Design ram_copy_datapath, sky130hd; sources not shown.
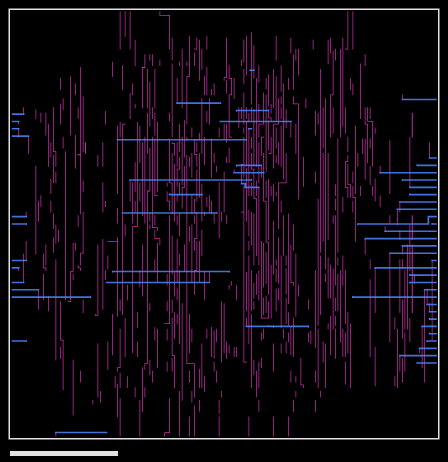
Fig. 1. Metal layers overlaid (run 1).
Scale bar: 20 um. Two of the layers only.
legend:
  magenta:
    layer: metal 2
    wire_length: 3020 um
  blue:
    layer: metal 3
    wire_length: 380 um
Routed WL per cell: 14.31 um
global router's overall resource usage: 0.2121
total wire length: 6597 um

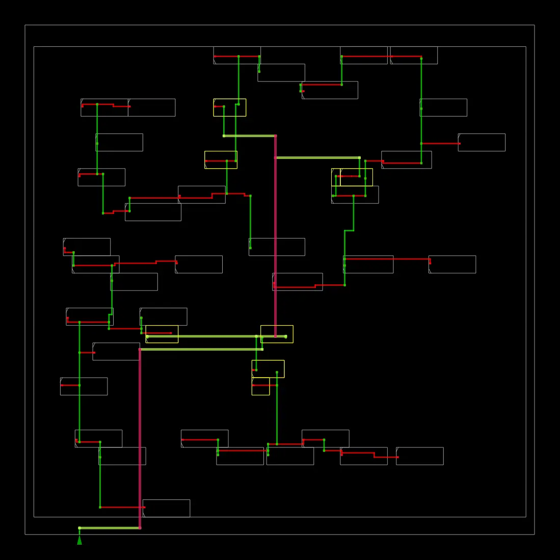
Fig. 2. The clock network (run 1).
clk sink count: 36
Flop Count: 36
Late-Pin Clk Latency: 0.29 ns

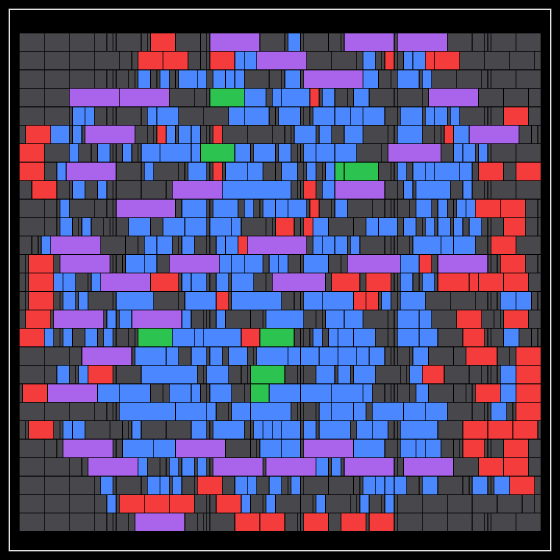
Fig. 3. Cell classes on the final placement (run 1).
Fill, decap, tap and diode cells in gray.
legend:
  green:
    class: clock drivers and dummy loads
    cells: 8
    share_of_their_area: 2.9%
  blue:
    class: combinational and other logic
    cells: 268
    share_of_their_area: 54%
  red:
    class: remaining buffers and delay cells
    cells: 77
    share_of_their_area: 21%
  purple:
    class: sequential cells
    cells: 36
    share_of_their_area: 23%
final instance area: 3336 um2
# rows: 27
flop share of the area: 0.2206
fin util: 0.5913

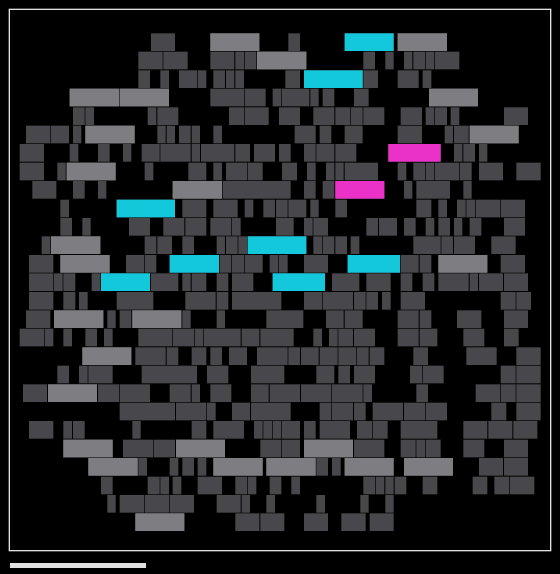
Fig. 4. Register map, names as in the netlist (run 1).
Scale bar: 20 um. Other sequential cells in the stronger gray, the rest of the logic in the fainter gray.
legend:
  magenta:
    netlist_name: state_q
    sequential_cells: 2
  cyan:
    netlist_name: idx_q
    sequential_cells: 8
not colored: 26
Flop+latch power: 516 uW
FF/Latch Area: 735.7 um2

==> results.txt, run 1 <==
run metrics: adder share=0.09239, max frequency=0.3466 GHz, GPL Wtd Cong=0.8956, CTS tree=built, Floorplan Nets=377, clock-pin slew on the worst setup and hold paths=0.07 ns, pre-CTS setup slack=-0.4911 ns, initial drt markers=120, Most Crowded Layer GR=met2, CTS Hold Buffers Added=0, xor/xnor share=0.06396, status=finished, final reports clean, # diodes=0, Worst Skew=0.009017 ns, Worst Path Required=2.40 ns, area delta synth->final=35.33%, Max-area cell share=0.2924, Inverters=9, Async S/R FF share, synth=0, Root Driver=clkbuf_8, met1 Usage GRT=0.2901, post-CTS setup buffers=2, WHS=0.4630 ns, placed inst area=3126 um2, gr ovfl total=0, clock tree buffer depth=2, Final Hold Viols=0, CTS Buf Count=5, CP Capture Type=output pin, Max IR drop VDD=0.2620 mV, Critical Path Fanout Max=10, worst r2r path cells=7, fp_density=0.4369, layout cells sized above 1=0.1105, Filler Cells Inserted=536, Yosys Chip Area=2465 um2, Non-CTS buffers=77, largest net degree at the start of global routing=12, Yosys warnings=0, Synth area leader=dfxtp_1, Signal buf overhead=0.2022, ClkCell Share=0.02813, mi-comb count=259, post-synthesis mux area share=0.008122
[run 1: kinds of logic after synthesis]
group | count (synthesis)
mux | 2
buf+inv | 28
flops | 36
simple gates | 130
xor+xnor | 18
compound gates | 92
fa+ha+maj | 17
[run 1: metal layers]
layer  routed length (um)  vias up  part of all wire
li1                     -     1271                 -
met1                 3125     1153              0.47
met2                 3022       70              0.46
met3                  380        7             0.058
met4                   70        0             0.011
met5                    0        -                 0
[run 1: power breakdown]
group | internal, uW | total [uW] | switching [uW]
clock | 187 | 367 | 180
combinational | 97.8 | 187 | 89.6
sequential | 497 | 516 | 19.0
[run 1: cell usage in the layout, fill, tap and decap left out, types with 4 or more instances in the layout]
cell / Yosys / routed
clkdlybuf4s50_1: 0 / 51
clkbuf_8: 0 / 6
xnor2_1: 10 / 10
xor2_1: 8 / 8
nor3_1: 6 / 6
nand2b_1: 8 / 7
clkbuf_1: 16 / 12
a21oi_1: 45 / 43
inv_1: 9 / 9
nor2_1: 15 / 15
nand3_1: 6 / 5
and2_1: 8 / 8
or3_1: 4 / 4
dfxtp_1: 36 / 30
o211ai_1: 5 / 5
dlygate4sd2_1: 0 / 4
a21o_1: 5 / 5
o21ai_0: 12 / 11
ha_1: 15 / 12
nand2_1: 60 / 60
[run 1: worst max-delay path: stages]
cell	delay, ns
dlygate4sd2_1	0.35
nand3_2	0.22
buf_6	0.21
nor3b_2	0.16
mux2i_1	0.10
o211ai_1	0.10
clkdlybuf4s50_1	0.55
[run 1: through the flow]
step	util	total power [uW]	setup TNS, ns	std cells
after global routing	0.5913	1128	-0.01381	461
final	0.5913	1071	0	461
after detailed placement	0.5540	713.8	-4.227	452
after global placement	0.5540	710.0	-3.865	452
after CTS	0.5835	1085	0	461
after floorplan	-	625.9	0	323
Fig. 5: run 1, clock distribution
Scale bar: 20 um.
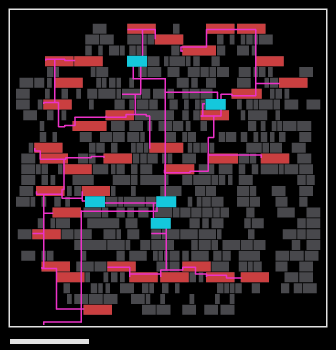

## Run 2: what changed since run 1
- ABC_CLOCK_PERIOD_IN_PS: not set -> 3000
- GPL_TIMING_DRIVEN: 0 -> not set
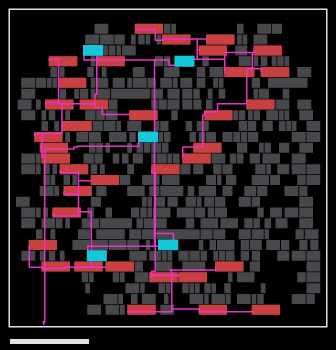
Fig. 6. Clock distribution (run 2).
Scale bar: 20 um.
legend:
  magenta:
    item: clock wires
    length: 514 um
  red:
    item: flip-flops
    count: 36
  cyan:
    item: clock drivers
    count: 5
flops lie: all over the die
Clock power frac: 0.376
Clock net power: 425 uW
Worst Skew: 0.005486 ns

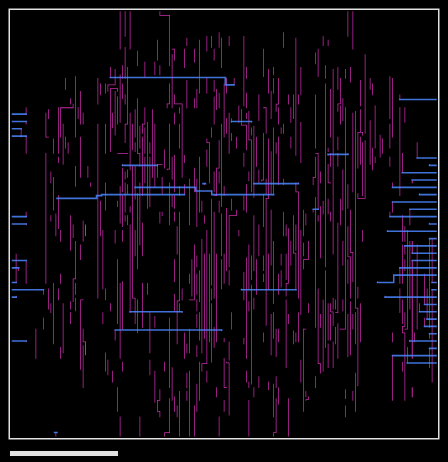
Fig. 7. Metal layers overlaid (run 2).
Scale bar: 20 um. Two of the layers only.
legend:
  magenta:
    layer: metal 2
    wire_length: 2890 um
  blue:
    layer: metal 3
    wire_length: 306 um
total number of vias: 2462
global router's overall resource usage: 0.2107
total wire length: 6366 um
Routed WL per cell: 13.90 um

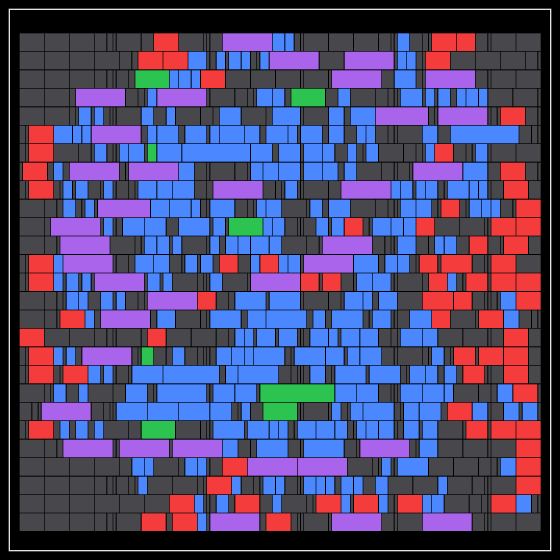
Fig. 8. Cell classes on the final placement (run 2).
Fill, decap, tap and diode cells in gray.
legend:
  red:
    class: remaining buffers and delay cells
    cells: 74
    share_of_their_area: 22%
  green:
    class: clock drivers and dummy loads
    cells: 8
    share_of_their_area: 3.3%
  purple:
    class: sequential cells
    cells: 36
    share_of_their_area: 22%
  blue:
    class: combinational and other logic
    cells: 268
    share_of_their_area: 53%
fin util: 0.5928
final instance area: 3344 um2

==> results.txt, run 2 <==
run metrics: status=finished, final reports clean, # rows=27 (unchanged), CTS Buf Count=5 (unchanged), gr ovfl total=0 (unchanged), area delta synth->final=35.69%, WHS=0.4623 ns (-0.0006970 ns), combinational share of power=0.165 (-0.010), Most Crowded Layer GR=met2, initial drt markers=106 (-12%), fp_density=0.4369 (unchanged), Max IR drop VDD=0.2619 mV (about the same), placed inst area=3174 um2 (+1.6%), met1 Usage GRT=0.2736 (-0.01648), Top cell excl fill/tap=nand2_1, layout cells sized above 1=0.1010 (-0.009504), largest net degree at the start of global routing=37 (+25), Fin Setup TNS=0 ns (unchanged), CP Capture Type=output pin, sw power=285.3 uW (-1.2%), GPL Wtd Cong=0.8310 (-7.2%), Worst Path Required=2.40 ns (about the same), sequential share of power=0.459 (-0.023), Async S/R FF share, synth=0 (unchanged), Max-area cell share=0.2924 (unchanged), Yosys warnings=0 (unchanged), post-CTS setup buffers=0 (-2), Synth area leader=dfxtp_1, Yosys Chip Area=2465 um2 (unchanged), max frequency=0.3407 GHz (-1.7%), internal power=847.2 uW (+8.3%), clock tree buffer depth=2 (unchanged), Sw Share=0.2519 (-0.01786), clk sink count=36 (unchanged), Floorplan Nets=377 (unchanged)
==> run 2: cell counts after synthesis <==
No cell type changed its count.
==> run 2: metal layers <==
metal / up-vias / share of wire
met4: 0 / 0.014
met3: 5 / 0.048
met2: 68 / 0.45
met5: - / 0
li1: 1266 / -
met1: 1123 / 0.48
==> run 2: cells by family (layout without fill, tap and decap cells) <==
logic type	count (synthesis)	in the layout	share of synthesized area
simple gates	130	130	0.2624
compound gates	92	92	0.2340
flops	36	36	0.2924
buf+inv	28	91	0.04670
xor+xnor	18	18	0.06396
fa+ha+maj	17	17	0.09239
mux	2	2	0.008122
==> run 2: power by group through the flow <==
stage          logic (uW)  clock network [uW]  registers [uW]
3_3_place_gp          182                   0             529
6_report              187                 425             520
2_1_floorplan         104                   0             522
5_1_grt               208                 455             523
3_5_place_dp          184                   0             530
4_1_cts               185                 435             519
==> run 2: stage by stage <==
stage               std cells  power (uW)    util  setup WS (ns)
floorplan                 323       625.9       -         0.6147
global placement          450       711.4  0.5627      -0.009629
global route              458        1187  0.5928       0.003421
CTS                       458        1139  0.5842       0.008141
detailed placement        450       714.3  0.5627       -0.06577
finish                    458        1132  0.5928        0.06445
==> run 2: final cells by class <==
class,count,area (um2)
timing repair buffer,74,700.7
inverter,9,33.78
clock buffer,6,72.57
clock inverter,2,35.03
sequential,36,723.2
tap,72,90.09
fill,535,2297
multi-input combinational,259,1689
==> run 2: critical path: stages <==
cell,delay (ns)
clkdlybuf4s50_1,0.48
nand4bb_4,0.29
buf_4,0.19
inv_1,0.12
a22o_1,0.16
clkdlybuf4s50_1,0.50
==> run 2: timing repair <==
item / 4_1_cts / 5_1_grt
gates resized: 10 / 8
setup endpoints to repair: 6 / 7
pin swaps: 3 / 3
cloned: 0 / 0
hold buffers: 0 / 0
Power figures rest on the tool's default switching activity, not on a simulated workload.
